## config.mk

```make
export PLATFORM = sky130hd
export DESIGN_NAME = seq_cla_multiplier_flat
export DESIGN_NICKNAME = d
export VERILOG_FILES = /design/src/rtl/seq_cla_multiplier_pkg.sv /design/src/rtl/seq_cla_multiplier_if.sv /design/src/rtl/seq_cla_multiplier_cla.sv /design/src/rtl/seq_cla_multiplier.sv /design/src/flat_wrapper.sv
export SDC_FILE = /design/constraint.sdc
export NUM_CORES = 1
export LEC_CHECK = 0
export CAP_MARGIN = 20
export CORE_UTILIZATION = 39
export DETAILED_ROUTE_END_ITERATION = 8
export GPL_ROUTABILITY_DRIVEN = 0
export SKIP_CTS_REPAIR_TIMING = 1
export SYNTH_ARGS = -nofsm -noshare
export SYNTH_HDL_FRONTEND = slang
export SYNTH_HIERARCHICAL = 1
export SYNTH_SLANG_ARGS = --single-unit
```

## constraint.sdc

```tcl
create_clock -name clk -period 2.98 [get_ports clk]
set_input_delay 0.894 -clock clk [delete_from_list [all_inputs] [get_ports clk]]
set_output_delay 0.894 -clock clk [all_outputs]
set_load 0.03 [all_outputs]
```

## src/rtl/seq_cla_multiplier_pkg.sv

```systemverilog
// seq_mul_pkg: shared widths and FSM state type for the sequential CLA multiplier
package seq_mul_pkg;
    localparam int OP_W  = 6;
    localparam int RES_W = 2 * OP_W;
    localparam int SEL_W = 3;
    localparam int CNT_W = $clog2(OP_W + 1);
    typedef enum logic [1:0] {IDLE, RUN, DONE} state_t;
endpackage

```

## src/rtl/seq_cla_multiplier_if.sv

```systemverilog
// seq_cla_multiplier_if: operand-in and product-out valid/ready handshakes
interface seq_cla_multiplier_if;
    import seq_mul_pkg::*;
    logic             in_valid;
    logic             in_ready;
    logic [OP_W-1:0]  A;
    logic [OP_W-1:0]  B;
    logic [SEL_W-1:0] SEL_in;
    logic             out_valid;
    logic             out_ready;
    logic [RES_W-1:0] CLA_result;
    logic [SEL_W-1:0] SEL;
    modport master (output in_valid, A, B, SEL_in, out_ready,
                    input  in_ready, out_valid, CLA_result, SEL);
    modport slave  (input  in_valid, A, B, SEL_in, out_ready,
                    output in_ready, out_valid, CLA_result, SEL);
endinterface

```

## src/rtl/seq_cla_multiplier_cla.sv

```systemverilog
// cla_adder_12: 12-bit adder of three 4-bit lookahead groups, carry rippling between groups
module cla_adder_12 (
    input  logic [11:0] a,
    input  logic [11:0] b,
    output logic [11:0] sum,
    output logic        cout
);
    logic [3:0] carry;
    assign carry[0] = 1'b0;
    for (genvar i = 0; i < 3; i++) begin : g_grp
        logic [3:0] g, p;
        logic [4:0] c;
        assign g    = a[4*i +: 4] & b[4*i +: 4];
        assign p    = a[4*i +: 4] ^ b[4*i +: 4];
        assign c[0] = carry[i];
        assign c[1] = g[0] | (p[0] & c[0]);
        assign c[2] = g[1] | (p[1] & g[0]) | (p[1] & p[0] & c[0]);
        assign c[3] = g[2] | (p[2] & g[1]) | (p[2] & p[1] & g[0]) | (p[2] & p[1] & p[0] & c[0]);
        assign c[4] = g[3] | (p[3] & g[2]) | (p[3] & p[2] & g[1]) | (p[3] & p[2] & p[1] & g[0])
                    | (p[3] & p[2] & p[1] & p[0] & c[0]);
        assign sum[4*i +: 4] = p ^ c[3:0];
        assign carry[i+1]    = c[4];
    end
    assign cout = carry[3];
endmodule

```

## src/rtl/seq_cla_multiplier.sv

```systemverilog
// seq_cla_multiplier: iterative shift-and-add multiplier on a 12-bit CLA; EARLY_TERM_EN ends RUN once the multiplier is exhausted
module seq_cla_multiplier
    import seq_mul_pkg::*;
(
    input logic                 clk,
    input logic                 rst_n,
    seq_cla_multiplier_if.slave io
);
    state_t           state, state_nx;
    logic [RES_W-1:0] mcand, acc, sum;
    logic [OP_W-1:0]  mplier;
    logic [SEL_W-1:0] sel_q;
    logic [CNT_W-1:0] cnt;
    logic             last, cout;

`ifdef EARLY_TERM_EN
    assign last = (mplier[OP_W-1:1] == '0) || (cnt == CNT_W'(OP_W - 1));
`else
    assign last = cnt == CNT_W'(OP_W - 1);
`endif

    cla_adder_12 u_cla (.a(acc), .b(mcand), .sum(sum), .cout(cout));

    // state register
    always_ff @(posedge clk or negedge rst_n) begin
        if (!rst_n) state <= IDLE;
        else        state <= state_nx;
    end

    // next state: accept in IDLE, iterate in RUN, hold DONE until consumed
    always_comb begin
        state_nx = state == IDLE ? (io.in_valid ? RUN : IDLE)
                 : state == RUN  ? (last ? DONE : RUN)
                 : (io.out_ready ? IDLE : DONE);
    end

    // handshake outputs decoded from state
    always_comb begin
        io.in_ready  = state == IDLE;
        io.out_valid = state == DONE;
    end

    // datapath: capture on accept, one shift-and-add step per RUN edge
    always_ff @(posedge clk or negedge rst_n) begin
        if (!rst_n) begin
            mcand  <= '0;
            mplier <= '0;
            sel_q  <= '0;
            acc    <= '0;
            cnt    <= '0;
        end else if (state == IDLE && io.in_valid) begin
            mcand  <= RES_W'(io.A);
            mplier <= io.B;
            sel_q  <= io.SEL_in;
            acc    <= '0;
            cnt    <= '0;
        end else if (state == RUN) begin
            if (mplier[0]) acc <= sum;
            mcand  <= mcand << 1;
            mplier <= mplier >> 1;
            cnt    <= cnt + CNT_W'(1);
        end
    end

    assign io.CLA_result = acc;
    assign io.SEL        = sel_q;

    // 63*63 fits in 12 bits, so an accumulate step can never carry out
    a_no_carry: assert property (@(posedge clk) disable iff (!rst_n)
        (state == RUN && mplier[0]) |-> !cout);
endmodule

```

## src/flat_wrapper.sv

```systemverilog
// flat-port wrapper written by rule: the top's interface ports become plain ports
module seq_cla_multiplier_flat import seq_mul_pkg::*;
  (clk, rst_n, io_in_valid, io_A, io_B, io_SEL_in, io_out_ready, io_in_ready, io_out_valid, io_CLA_result, io_SEL);
  seq_cla_multiplier_if io_i ();
  input logic clk;
  input logic rst_n;
  input wire logic [$bits(io_i.in_valid)-1:0] io_in_valid;
  input wire logic [$bits(io_i.A)-1:0] io_A;
  input wire logic [$bits(io_i.B)-1:0] io_B;
  input wire logic [$bits(io_i.SEL_in)-1:0] io_SEL_in;
  input wire logic [$bits(io_i.out_ready)-1:0] io_out_ready;
  output wire logic [$bits(io_i.in_ready)-1:0] io_in_ready;
  output wire logic [$bits(io_i.out_valid)-1:0] io_out_valid;
  output wire logic [$bits(io_i.CLA_result)-1:0] io_CLA_result;
  output wire logic [$bits(io_i.SEL)-1:0] io_SEL;
  assign io_i.in_valid = io_in_valid;
  assign io_i.A = io_A;
  assign io_i.B = io_B;
  assign io_i.SEL_in = io_SEL_in;
  assign io_i.out_ready = io_out_ready;
  assign io_in_ready = io_i.in_ready;
  assign io_out_valid = io_i.out_valid;
  assign io_CLA_result = io_i.CLA_result;
  assign io_SEL = io_i.SEL;
  seq_cla_multiplier u_core (.clk(clk), .rst_n(rst_n), .io(io_i));
endmodule
```

**The metal 2 layer**

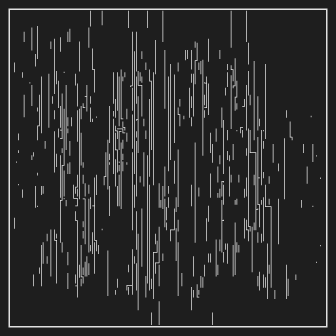
220 nets have wire on it. The layer holds 45% of the routed length. The longest straight run is 30.9 um. The wires run mostly vertical. The layer carries 2020 um of wire.

**Signal metal coverage by tile**

The bar under the picture is 20 um long. The die is cut into 15 by 15 equal tiles; black is low, pale yellow is high, scaled to the fullest tile. Values are wire area over tile area, all layers added.
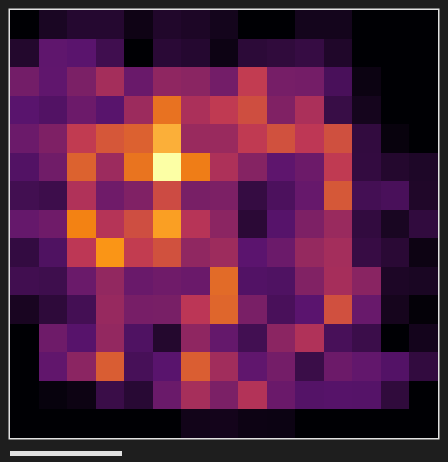
13% of the tiles are over half the peak. 14% of the tiles are nearly empty. The emptiest ninth of the die: north-east.
All-Layer GR Usage: 0.168
routed vias: 1678
wire per inst: 14.7 um
final wirelength: 4.52 mm

**Signal wires on met1**

The bar under the picture is 20 um long.
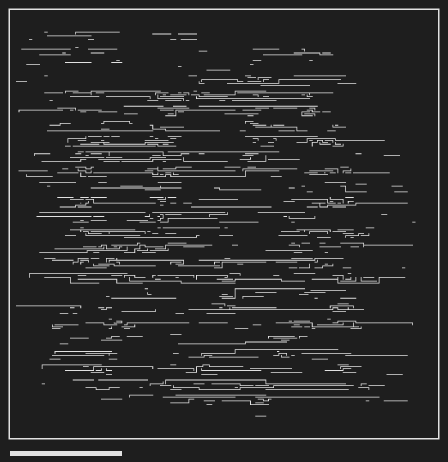
227 nets have wire on it. The wires run mostly horizontal.

**Placement density heat map**

The bar under the picture is 20 um long. The die is cut into 8 by 8 equal tiles; black is low, pale yellow is high, 0 to 100% covered.
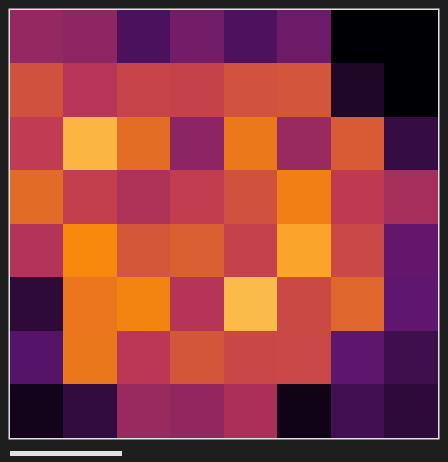
4.7% of the tiles are nearly empty. The fullest tile reaches 85%. The emptiest ninth of the die: north-east. 4.7% of the tiles are over 75% full. The mean over all tiles is 44%.

**Routing congestion map**

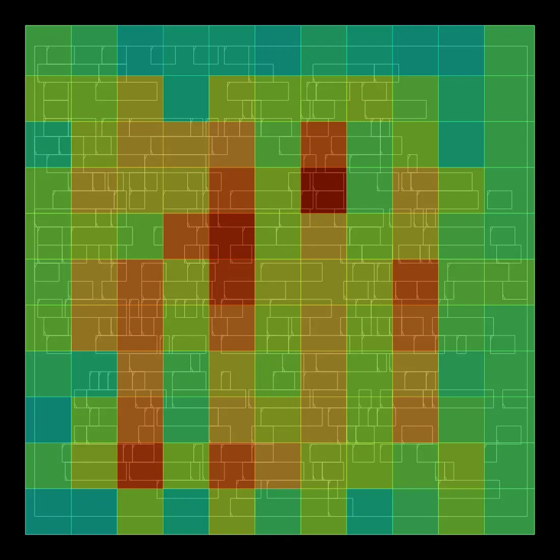
GRT met2 Usage: 0.254
Util after Layout: 0.507
M3 GR Usage: 0.0275

==> out/metrics.csv <==
stage,metric,value,unit
global_route,busiest grt layer,met2,
yosys,Cells after Synth,205,
hold_path,Hold Path Class,reg -> reg,
cells_and_area,dominant logic cell type in the layout,dfrtp_1,
final_timing,setup ws final,152,ps
die,FP Util,0.414,
worst_setup_path,R2R Path End,u_core/io.CLA_result[9],
final_timing,TNS Setup,0,ps
detailed_routing,Post-DRT Antenna Nets,0,
hold_path,hold path endpoint,u_core/io.SEL[0],
die,Ports,36,
placement,I/O Buffers,35,
placement,DP Worst Slack,449,ps
power_and_ir_drop,maximum vdd drop,493,uV
worst_setup_path,Worst Path Max Fanout,13,
hold_path,worst hold stages,1,
final_timing,final hold slack,512,ps
power_and_ir_drop,Tot Pwr,3490,uW
worst_setup_path,crit path to,io_out_valid,
die,Die Span X,76.5,um
cells_and_area,post-route design area,2660,um2
power_and_ir_drop,cell leakage power,0.00117,uW
cells_and_area,register area,951,um2
yosys,number of synthesis warnings,6,
worst_setup_path,Crit Reg-Reg Startpoint,u_core/io.CLA_result[1],
cells_and_area,Logic area,1090,um2
worst_setup_path,Worst EP required,2090,ps
die,die height,76.5,um
outcome,status,"finished, final reports clean",
job,Log Warnings,28,
final_timing,Slew HR,0.422,
where the power goes:
group | internal [uW] | switching, uW
registers | 770 | 267
clock network | 357 | 190
logic | 868 | 1040
total | 2000 | 1490
cell type report:
cell class                 count  share of cell area
clock buffer                   6              0.0311
clock inverter                 2              0.0226
inverter                       5             0.00707
multi-input combinational    149               0.412
sequential                    38               0.358
tap                           70              0.0330
timing repair buffer          37               0.136
state kept, by name, indices dropped and copies added, names as in the netlist:
name and cells:
u_core/io.CLA_result 12, u_core/mcand 12, u_core/mplier 6, u_core/cnt 3
u_core/io.SEL 3, u_core/state 2
critical path, stage by stage, from the launching register on:
cell and delay, ps:
dfrtp_1 520, inv_1 270, nor2_1 180, clkdlybuf4s50_1 680
Power is estimated from default activity; no workload was simulated.
